`src/rtl/sd_frame_seq_pkg.sv`:
```
// Shared encodings and state types for the SD frame command sequencer.
// Block stride constant is also used by the interface's block-index arithmetic.
package sd_frame_seq_pkg;

    localparam logic [2:0] OP_NONE   = 3'b000;
    localparam logic [2:0] OP_INIT   = 3'b001;
    localparam logic [2:0] OP_RDCMD  = 3'b010;
    localparam logic [2:0] OP_STREAM = 3'b100;

    localparam int BLKS_PER_FRAME_DEF = 300;

    typedef enum logic [2:0] {
        S_BOOT,
        S_INIT,
        S_IDLE,
        S_RD,
        S_ST,
        S_HOLD,
        S_ERR
    } seq_state_e;

    typedef enum logic [2:0] {
        H_IDLE,
        H_SETUP,
        H_ACK,
        H_DONE,
        H_ERR
    } hs_state_e;

endpackage

```
`src/rtl/sd_op_handshake.sv`:
```
// Single-op handshake with the SD SPI interface: setup, issue, ack, done.
// Op bits lead if_begin by one cycle since the interface samples them late.
module sd_op_handshake
    import sd_frame_seq_pkg::*;
#(
    parameter int ACK_TIMEOUT = 8
) (
    input  logic       clk,
    input  logic       rst_n,
    input  logic       i_go,
    input  logic [2:0] i_op,
    input  logic       i_eof,
    input  logic       i_busy,
    output logic [2:0] o_op,
    output logic       o_begin,
    output logic       o_eof,
    output logic       o_idle,
    output logic       o_done,
    output logic       o_err
);

    localparam int CW = $clog2(ACK_TIMEOUT + 1);

    hs_state_e      r_state;
    hs_state_e      w_nxt;
    logic [CW-1:0]  r_cnt;
    logic [2:0]     r_op;
    logic           r_begin;
    logic           r_eof;
    logic           w_tmo;

    always_comb begin
        w_nxt  = r_state;
        o_done = 1'b0;
        o_err  = 1'b0;
        w_tmo  = (r_cnt == CW'(ACK_TIMEOUT - 1));
        unique case (r_state)
            H_IDLE:  if (i_go) w_nxt = H_SETUP;
            H_SETUP: w_nxt = H_ACK;
            H_ACK: begin
                if (i_busy) begin
                    w_nxt = H_DONE;
                end else if (w_tmo) begin
                    w_nxt = H_ERR;
                    o_err = 1'b1;
                end
            end
            H_DONE: begin
                if (!i_busy) begin
                    w_nxt  = H_IDLE;
                    o_done = 1'b1;
                end
            end
            H_ERR:   w_nxt = H_ERR;
            default: w_nxt = H_IDLE;
        endcase
    end

    always_ff @(posedge clk or negedge rst_n) begin
        if (!rst_n) begin
            r_state <= H_IDLE;
            r_cnt   <= '0;
            r_op    <= OP_NONE;
            r_begin <= 1'b0;
            r_eof   <= 1'b0;
        end else begin
            r_state <= w_nxt;
            case (r_state)
                H_IDLE: begin
                    if (i_go) begin
                        r_op  <= i_op;
                        r_eof <= i_eof;
                    end
                end
                H_SETUP: begin
                    r_begin <= 1'b1;
                    r_cnt   <= '0;
                end
                H_ACK: begin
                    if (i_busy) begin
                        r_begin <= 1'b0;
                    end else if (w_tmo) begin
                        r_begin <= 1'b0;
                        r_op    <= OP_NONE;
                        r_eof   <= 1'b0;
                    end else begin
                        r_cnt <= r_cnt + 1'b1;
                    end
                end
                H_DONE: begin
                    if (!i_busy) begin
                        r_op  <= OP_NONE;
                        r_eof <= 1'b0;
                    end
                end
                default: ;
            endcase
        end
    end

    assign o_op    = r_op;
    assign o_begin = r_begin;
    assign o_eof   = r_eof;
    assign o_idle  = (r_state == H_IDLE);

endmodule

```
`src/rtl/sd_frame_seq.sv`:
```
// SD frame sequencer: card init, then 2*BLKS_PER_FRAME ops per image.
// Define SLIDESHOW_EN to add a HOLD dwell timer that auto-advances the image.
module sd_frame_seq
    import sd_frame_seq_pkg::*;
#(
    parameter int BLKS_PER_FRAME = BLKS_PER_FRAME_DEF,
    parameter int NUM_IMG        = 16,
    parameter int HOLD_CYCLES    = 50_000_000,
    parameter int ACK_TIMEOUT    = 8
) (
    input  logic       clk,
    input  logic       rst_n,
    input  logic       start,
    input  logic       next_img,
    output logic       init,
    output logic       read_cmd,
    output logic       stream_512B,
    output logic       end_of_frame,
    output logic [3:0] img_id,
    output logic       if_begin,
    input  logic       if_busy,
    output logic       init_done,
    output logic       frame_done,
    output logic       err
);

    seq_state_e r_state;
    seq_state_e w_nxt;
    logic [8:0] r_blk;
    logic [3:0] r_img;
    logic       r_load;
    logic       r_pend;
    logic       r_init_done;
    logic       r_frame_done;
    logic       r_err;
    logic       w_go;
    logic [2:0] w_op;
    logic       w_eof;
    logic       w_last;
    logic       w_adv;
    logic [2:0] w_hs_op;
    logic       w_hs_idle;
    logic       w_done;
    logic       w_hs_err;

    assign w_last = (r_blk == 9'(BLKS_PER_FRAME - 1));

`ifdef SLIDESHOW_EN
    logic [31:0] r_hold_cnt;

    always_ff @(posedge clk or negedge rst_n) begin
        if (!rst_n) begin
            r_hold_cnt <= '0;
        end else if (r_state != S_HOLD) begin
            r_hold_cnt <= '0;
        end else begin
            r_hold_cnt <= r_hold_cnt + 32'd1;
        end
    end

    assign w_adv = r_pend || next_img ||
                   (r_hold_cnt == 32'(HOLD_CYCLES - 1));
`else
    logic w_unused_hold;
    assign w_unused_hold = ^32'(HOLD_CYCLES);
    assign w_adv = r_pend || next_img;
`endif

    // An op is launched whenever its state is active and the handshake is free
    always_comb begin
        w_nxt = r_state;
        w_go  = 1'b0;
        w_op  = OP_NONE;
        w_eof = 1'b0;
        unique case (r_state)
            S_BOOT: begin
                w_go  = 1'b1;
                w_op  = OP_INIT;
                w_nxt = S_INIT;
            end
            S_INIT: begin
                w_op = OP_INIT;
                w_go = w_hs_idle;
                if (w_done) w_nxt = S_IDLE;
            end
            S_IDLE: if (start && r_load) w_nxt = S_RD;
            S_RD: begin
                w_op = OP_RDCMD;
                w_go = w_hs_idle;
                if (w_done) w_nxt = S_ST;
            end
            S_ST: begin
                w_op  = OP_STREAM;
                w_eof = w_last;
                w_go  = w_hs_idle;
                if (w_done) w_nxt = w_last ? S_HOLD : S_RD;
            end
            S_HOLD:  if (w_adv) w_nxt = S_IDLE;
            S_ERR:   w_nxt = S_ERR;
            default: w_nxt = S_BOOT;
        endcase
        if (w_hs_err) w_nxt = S_ERR;
    end

    always_ff @(posedge clk or negedge rst_n) begin
        if (!rst_n) begin
            r_state      <= S_BOOT;
            r_blk        <= '0;
            r_img        <= '0;
            r_load       <= 1'b1;
            r_pend       <= 1'b0;
            r_init_done  <= 1'b0;
            r_frame_done <= 1'b0;
            r_err        <= 1'b0;
        end else begin
            r_state      <= w_nxt;
            r_frame_done <= (r_state == S_ST) && w_done && w_last;
            if (r_state == S_INIT && w_done) r_init_done <= 1'b1;
            if (w_hs_err) r_err <= 1'b1;
            if (r_state == S_IDLE && w_nxt == S_RD) begin
                r_blk  <= '0;
                r_load <= 1'b0;
            end else if (r_state == S_ST && w_done && !w_last && r_blk != '1) begin
                r_blk <= r_blk + 9'd1;
            end
            if (r_state == S_HOLD && w_adv) begin
                r_img  <= (r_img == 4'(NUM_IMG - 1)) ? 4'd0 : r_img + 4'd1;
                r_load <= 1'b1;
                r_pend <= 1'b0;
            end else if (next_img) begin
                r_pend <= 1'b1;
            end
        end
    end

    sd_op_handshake #(
        .ACK_TIMEOUT(ACK_TIMEOUT)
    ) u_hs (
        .clk    (clk),
        .rst_n  (rst_n),
        .i_go   (w_go),
        .i_op   (w_op),
        .i_eof  (w_eof),
        .i_busy (if_busy),
        .o_op   (w_hs_op),
        .o_begin(if_begin),
        .o_eof  (end_of_frame),
        .o_idle (w_hs_idle),
        .o_done (w_done),
        .o_err  (w_hs_err)
    );

    assign init        = w_hs_op[0];
    assign read_cmd    = w_hs_op[1];
    assign stream_512B = w_hs_op[2];
    assign img_id      = r_img;
    assign init_done   = r_init_done;
    assign frame_done  = r_frame_done;
    assign err         = r_err;

endmodule
```
`config.mk`:
```
export PLATFORM = sky130hd
export DESIGN_NAME = sd_frame_seq
export DESIGN_NICKNAME = d
export VERILOG_FILES = /design/src/rtl/sd_frame_seq_pkg.sv /design/src/rtl/sd_op_handshake.sv /design/src/rtl/sd_frame_seq.sv
export SDC_FILE = /design/constraint.sdc
export NUM_CORES = 1
export LEC_CHECK = 0
export ABC_AREA = 1
export ABC_CLOCK_PERIOD_IN_PS = 2700
export CELL_PAD_IN_SITES_DETAIL_PLACEMENT = 0
export CELL_PAD_IN_SITES_GLOBAL_PLACEMENT = 1
export CORE_MARGIN = 5
export CORE_UTILIZATION = 42
export CTS_CLUSTER_SIZE = 20
export DETAILED_ROUTE_END_ITERATION = 10
export PLACE_DENSITY_LB_ADDON = 0.1
export SLEW_MARGIN = 20
export SYNTH_ARGS = -nofsm -noshare
export SYNTH_HDL_FRONTEND = slang
export SYNTH_SLANG_ARGS = --single-unit
```
`constraint.sdc`:
```
create_clock -name clk -period 2.7 [get_ports clk]
set_input_delay 0.675 -clock clk [delete_from_list [all_inputs] [get_ports clk]]
set_output_delay 0.675 -clock clk [all_outputs]
set_load 0.005 [all_outputs]
```
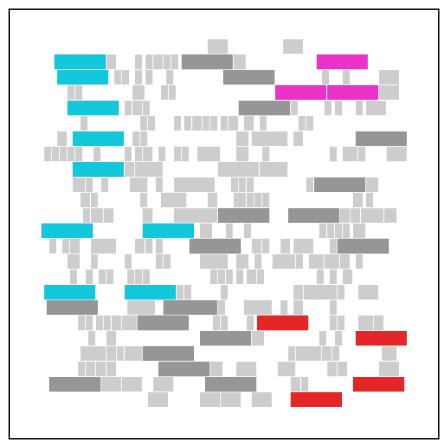
(where the registers sit)
Other sequential cells in the stronger grey, the rest of the logic in the fainter grey.
[u_hs.o_op] magenta | flops: 3
[u_hs.r_cnt] red | flops: 4 | where: lower right
[r_blk] cyan | flops: 9

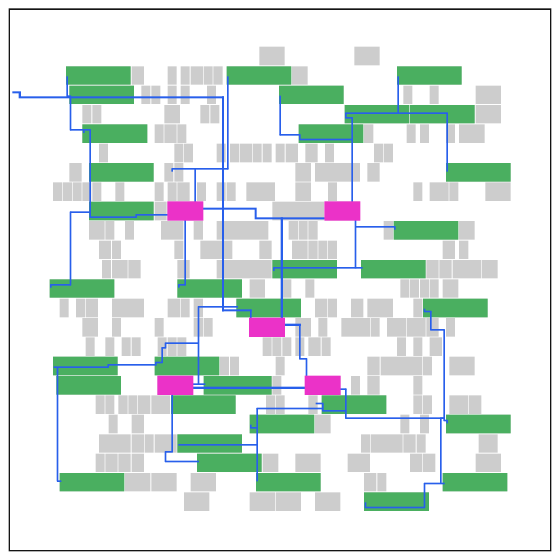
(routed clock nets over the placement)
[clock wires] blue | length: 497 um
[clock-net drivers] magenta | count: 5
[flip-flops] green | count: 33
flops lie: widely spread

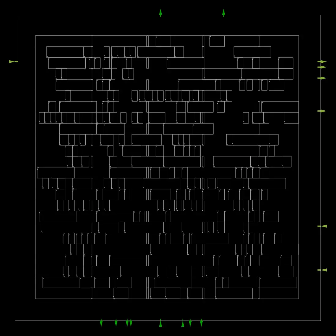
(placed standard cells)
end-of-flow core utilization: 49.4%
Cell Count, Final, Fillers Out: 299
Floorplan Core Area: 0.00426 mm2
Layout fillers: 434
sequential share of cell area: 39.3%

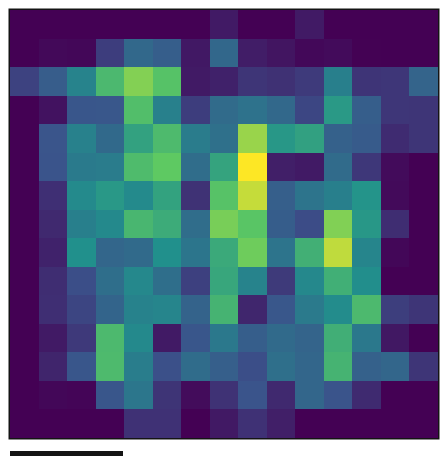
(wire density map)
Bar = 20 um. The die is cut into 15 by 15 equal tiles; dark purple is low, yellow is high, scaled to the fullest tile. Values are wire area over tile area, all layers added.
densest ninth of the die: centre
nearly empty tiles: 23%
emptiest ninth of the die: upper right

==> qor.log <==
qor: final_timing.final.setup_skew 0.00751 ns
qor: clocking.cts_made_buffers 5
qor: routing.routed.top_layer met4
qor: pwr.leak_pwr 1.09 nW
qor: worst_hold_path.timing.hold.worst_path_depth 2
qor: yosys.area_leaders sky130_fd_sc_hd__dfrtp_1, sky130_fd_sc_hd__nand2_1, sky130_fd_sc_hd__inv_1
qor: pwr.power.density 519 mW/mm2
qor: placed_design.routabilityCongestion 0.792
qor: pwr.power_leader sequential cells
qor: yosys.synth.comb.largest_family simple AND/OR/NAND/NOR gates
qor: clocking.cts_resized 0
qor: global_routing.grt_pass1_vias 1367
qor: pwr.power.combinational.total 0.150 mW
qor: yosys.synth_top_flop_cell sky130_fd_sc_hd__dfrtp_1
qor: clocking.max-clock-path-buffers 2
qor: finish.multi_input_gate_count 160
qor: routing.routed-via-count 1433
qor: worst_hold_path.hold_start r_load
qor: die.tapcell.inserted 52
qor: yosys.netlist.area_leader.share 44.0%
qor: critical_path.ff2ff_setup_slack 0.59 ns
qor: finish.clock_buffer_count 8
qor: clocking.cts.repair_timing.setup_buffer_count 0
qor: routing.drt-met1-wl 1640 um
qor: finish.drive_gt1_share 10.9%
qor: global_routing.grt_max_degree 34
qor: yosys.simple_gate_area_share 37.5%
qor: final_timing.timing.fmax 473 MHz
qor: routing.met2_wirelength 1660 um
qor: routing.met3WireLength 146 um
qor: yosys.synth-seq-area-share 45.4%
qor: yosys.common_cells sky130_fd_sc_hd__nand2_1, sky130_fd_sc_hd__dfrtp_1, sky130_fd_sc_hd__inv_1
qor: job.openroad.warnings 26
qor: finish.finish.net_count 255
qor: yosys.post_synth.cell_area_avg 8.13 um2
qor: finish.layout.cells.largest_class logic gates
qor: clocking.htree_num_levels 2
qor: yosys.yosys.cell_count.top_type sky130_fd_sc_hd__nand2_1
qor: finish.num-nonclk-buffers 17
qor: run_status.run_status completed
qor: routing.first_iter_violations 53
qor: pwr.combinationalPowerShare 13.7%
qor: critical_path.regToRegEndpoint r_blk[0]
qor: finish.nonClockInverterCount 29
qor: final_timing.finalWorstPathRequiredPeriod 2.11 ns
qor: final_timing.timing.slew.headroom 65.4%
qor: routing.drtPass1Iterations 4
qor: global_routing.globalRouteMet2Util 23.6%
qor: placed_design.dp_worst_setup_slack 0.391 ns
qor: global_routing.grt_antenna_before_repair 0
qor: critical_path.cp.depth 10
qor: global_routing.global_router_s_overall_resource_usage 14.0%
qor: clocking.cts.sinks 33
qor: critical_path.critPathArrivalTime 2.29 ns
qor: pwr.sequential_power_share 53.9%
qor: finish.comb-cell-share 40.7%
qor: final_timing.tightestPinTransition 0.515 ns
qor: finish.layout_top_cells sky130_fd_sc_hd__nand2_1, sky130_fd_sc_hd__dfrtp_1, sky130_fd_sc_hd__inv_1
qor: global_routing.grt-ovfl-total 0
qor: routing.drc 0
qor: pwr.p_switching 0.305 mW
qor: critical_path.worst_r2r_startpoint r_blk[0]
qor: placed_design.numPortBuffers 16
qor: global_routing.globalRouteMet1Util 17.2%
qor: yosys.syn_inst 224
qor: clocking.post_cts_hold_buffer_count 0
qor: critical_path.crit_path_end r_blk[0]
qor: clocking.clock-root-buffer sky130_fd_sc_hd__clkbuf_8
qor: pwr.internal_dissipation 0.789 mW
qor: job.drv.max_cap_violation_count 0
qor: yosys.post_synth_ao_oa_area_fraction 5.98%
qor: critical_path.critical_path.max_stage_delay 0.39 ns
qor: finish.regArea 827 um2
qor: critical_path.timing.setup.critical_path_class flop to flop
qor: yosys.yosysCellCount 224
Power is estimated from default activity; no workload was simulated.
